Routed metal, one color a layer:
Bar = 20 µm. Only two layers are drawn.
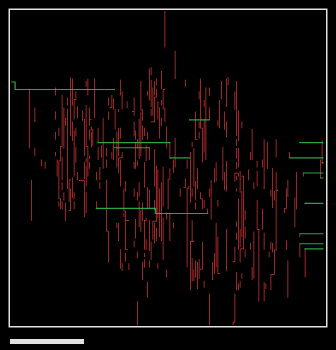
Sequential cells colored by netlist name:
Bar = 20 µm. Other sequential cells in the stronger gray, the rest of the logic in the fainter gray.
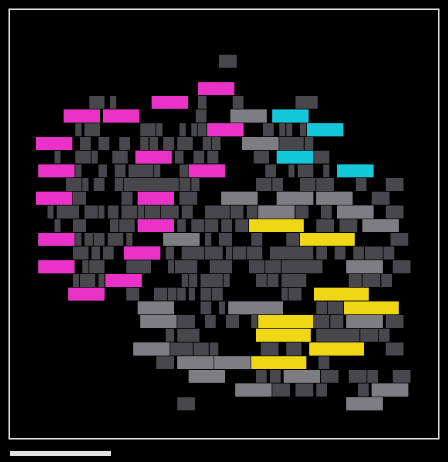
Cell classes on the final placement:
Bar = 20 µm. Fill, decap, tap and diode cells in gray.
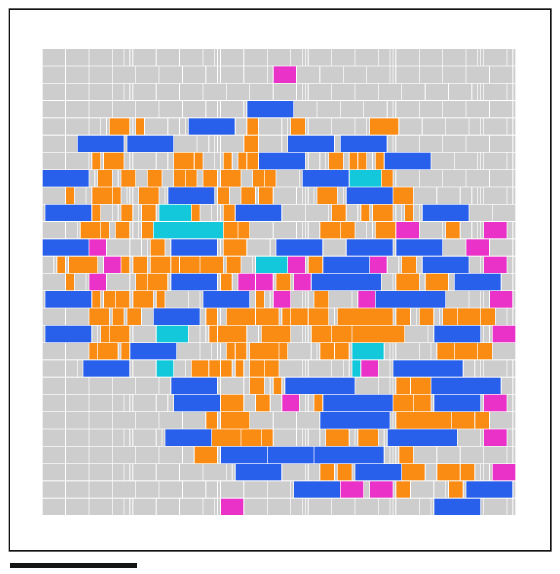
==> config.mk <==
export PLATFORM = sky130hd
export DESIGN_NAME = ps2_frame_receiver
export DESIGN_NICKNAME = d
export VERILOG_FILES = /design/src/rtl/ps2_frame_receiver.sv
export SDC_FILE = /design/constraint.sdc
export NUM_CORES = 1
export LEC_CHECK = 0
export CORE_MARGIN = 5
export CORE_UTILIZATION = 39
export DETAILED_ROUTE_END_ITERATION = 8
export PLACE_DENSITY = 0.7
export SYNTH_ARGS = -nofsm -noshare
export SYNTH_HDL_FRONTEND = slang
export SYNTH_SLANG_ARGS = --single-unit
==> constraint.sdc <==
create_clock -name clk -period 1.9 [get_ports clk]
set_clock_uncertainty 0.05 [all_clocks]
set_input_delay 0.38 -clock clk [delete_from_list [all_inputs] [get_ports clk]]
set_output_delay 0.38 -clock clk [all_outputs]
set_load 0.01 [all_outputs]
==> flow_summary.json <==
{
  "cts_hold_buffers": 0,
  "finalMaxSlewViolations": 0,
  "rr_worst_depth": 5,
  "post_drt_wl_per_cell_um": 11.29,
  "synth-edff-count": 9,
  "layout.nets": 246,
  "synth_nets": 220,
  "avgSynthCellArea_um2": 10.54,
  "clk_latency_ps": 310,
  "dp_hpwl_um": 2520,
  "drc": 0,
  "arrival_ps": 1960,
  "synthArstFlopShare_pct": 0,
  "antenna_found_initial": 0,
  "largest_reg_flops": 17,
  "status": "finished, final reports clean",
  "stdcell_count": 307,
  "hold_viol_final": 0,
  "cap_violations": 0,
  "rsz0062_at_grt": "false",
  "dr.pass1.iters": 4,
  "yosys_area_mm2": 0.002192,
  "synth_top_flop_cell": "dfxtp_1",
  "cts.sinks": 51,
  "globalplace.congestion": 0.7505,
  "yosysUniqueCellTypes": 40,
  "antenna_left": 0,
  "whs_path_depth": 0,
  "worst-path-max-fanout": 5,
  "ctsRootBufferMaster": "clkbuf_8",
  "hold_path_class": "reg -> reg",
  "htreeDepth": 2,
  "post-place-cells": 297,
  "ir_worst_vdd_v": 0.0004804,
  "leakage_nw": 0.9224,
  "cts_buffers": 5,
  "critical_path_class": "reg -> reg",
  "synth_flops": 51,
  "fp_util_pct": 40.05,
  "grt_pass1_wl_um": 6023,
  "placed_area_mm2": 0.002464,
  "clk_pin_slew_ps": 90,
  "max_freq_mhz": 562.8,
  "warning_count": 29,
  "cp-end-kind": "flop",
  "die.size.y_um": 84.97,
  "r2r_slack_ps": 120,
  "vias_per_cell": 4.821,
  "post-route-period-util_pct": 93.51,
  "worstMarginPinSlew_ps": 361.8
}
-- 'routed metal, one color a layer' (at the start) --
Key: metal 2 = red [wire length 1,600 µm]; metal 3 = green [wire length 144 µm]
routed vias: 1,480
final WL: 3466 µm

-- 'sequential cells colored by netlist name' (at the start) --
Key: tcnt = magenta [sequential cells 17]; filt_cnt = cyan [sequential cells 4]; shift_reg = yellow [sequential cells 8]
P_seq: 1.10 mW
Flop area: 0.001111 mm²
post-layout util: 47.30%
flop share of the area: 42.92%

-- 'cell classes on the final placement' (at the start) --
Key: flops = blue [cells 51, share of their area 44%]; clock drivers and dummy loads = cyan [cells 8, share of their area 4.4%]; combinational and other logic = orange [cells 151, share of their area 42%]; other buffers and delay cells = magenta [cells 25, share of their area 8.8%]
post-route cell area: 0.002589 mm²
core area: 0.005473 mm²
Row Count: 27

[Yosys cell counts, types with 2 or more instances]
library cell,number,area (µm²)
nor2_1,18,67.56
or2b_1,2,15.01
nand4_1,6,37.54
or2_2,3,18.77
o21ai_0,4,20.02
mux2i_1,10,100.1
dfxtp_1,42,840.8
ha_1,8,100.1
nor2b_1,3,18.77
nor3_1,5,25.02
edfxtp_1,9,270.3
clkbuf_1,5,18.77
xnor2_1,9,78.83
nand2b_1,16,100.1
nand2_1,8,30.03
xor2_1,10,87.58
nand3_1,6,30.03
and3_1,5,31.28
or3_1,6,37.54
inv_1,6,22.52
a21oi_1,7,35.03
nand4b_1,2,17.52
[report_power, final]
part,switching [mW],internal (mW),leakage (nW),total (mW)
clock network,0.341,0.393,0.0514,0.733
logic,0.0118,0.0164,0.451,0.0282
registers,0.00271,1.10,0.420,1.10
[layout make-up]
cell class                      count  area, µm²
Timing Repair Buffer               25      220.2
Clock buffer                        6      72.57
Inverter                            6      22.52
Tap cell                           72      90.09
Sequential cell                    51       1111
Clock inverter                      2      37.54
Fill cell                         521       2884
Multi-Input combinational cell    145       1035
[critical path: stages (launching register included)]
cell and delay, ps:
edfxtp_1 420, xor2_1 180, xnor3_2 450, mux2i_4 240, buf_4 180, mux2i_1 190
[cells by family after synthesis]
family	Yosys count	synth area share [%]
mux	11	5.594
xor+xnor	21	9.760
flops	51	50.69
simple gates	88	22.55
compound gates	17	4.738
fa+ha+maj	8	4.566
buf+inv	12	2.112
[metal layers]
layer	routed length, µm	track usage (%)	vias up
met5	0	0	-
li1	-	-	772
met3	143	3.883	5
met4	40	3.022	0
met2	1596	16.17	16
met1	1686	12.75	687
[repair_timing]
item,4_1_cts,5_1_grt
setup buffers,2,0
endpoints found under the setup margin,2,0
resized,0,0
Power is estimated from default activity; no workload was simulated.
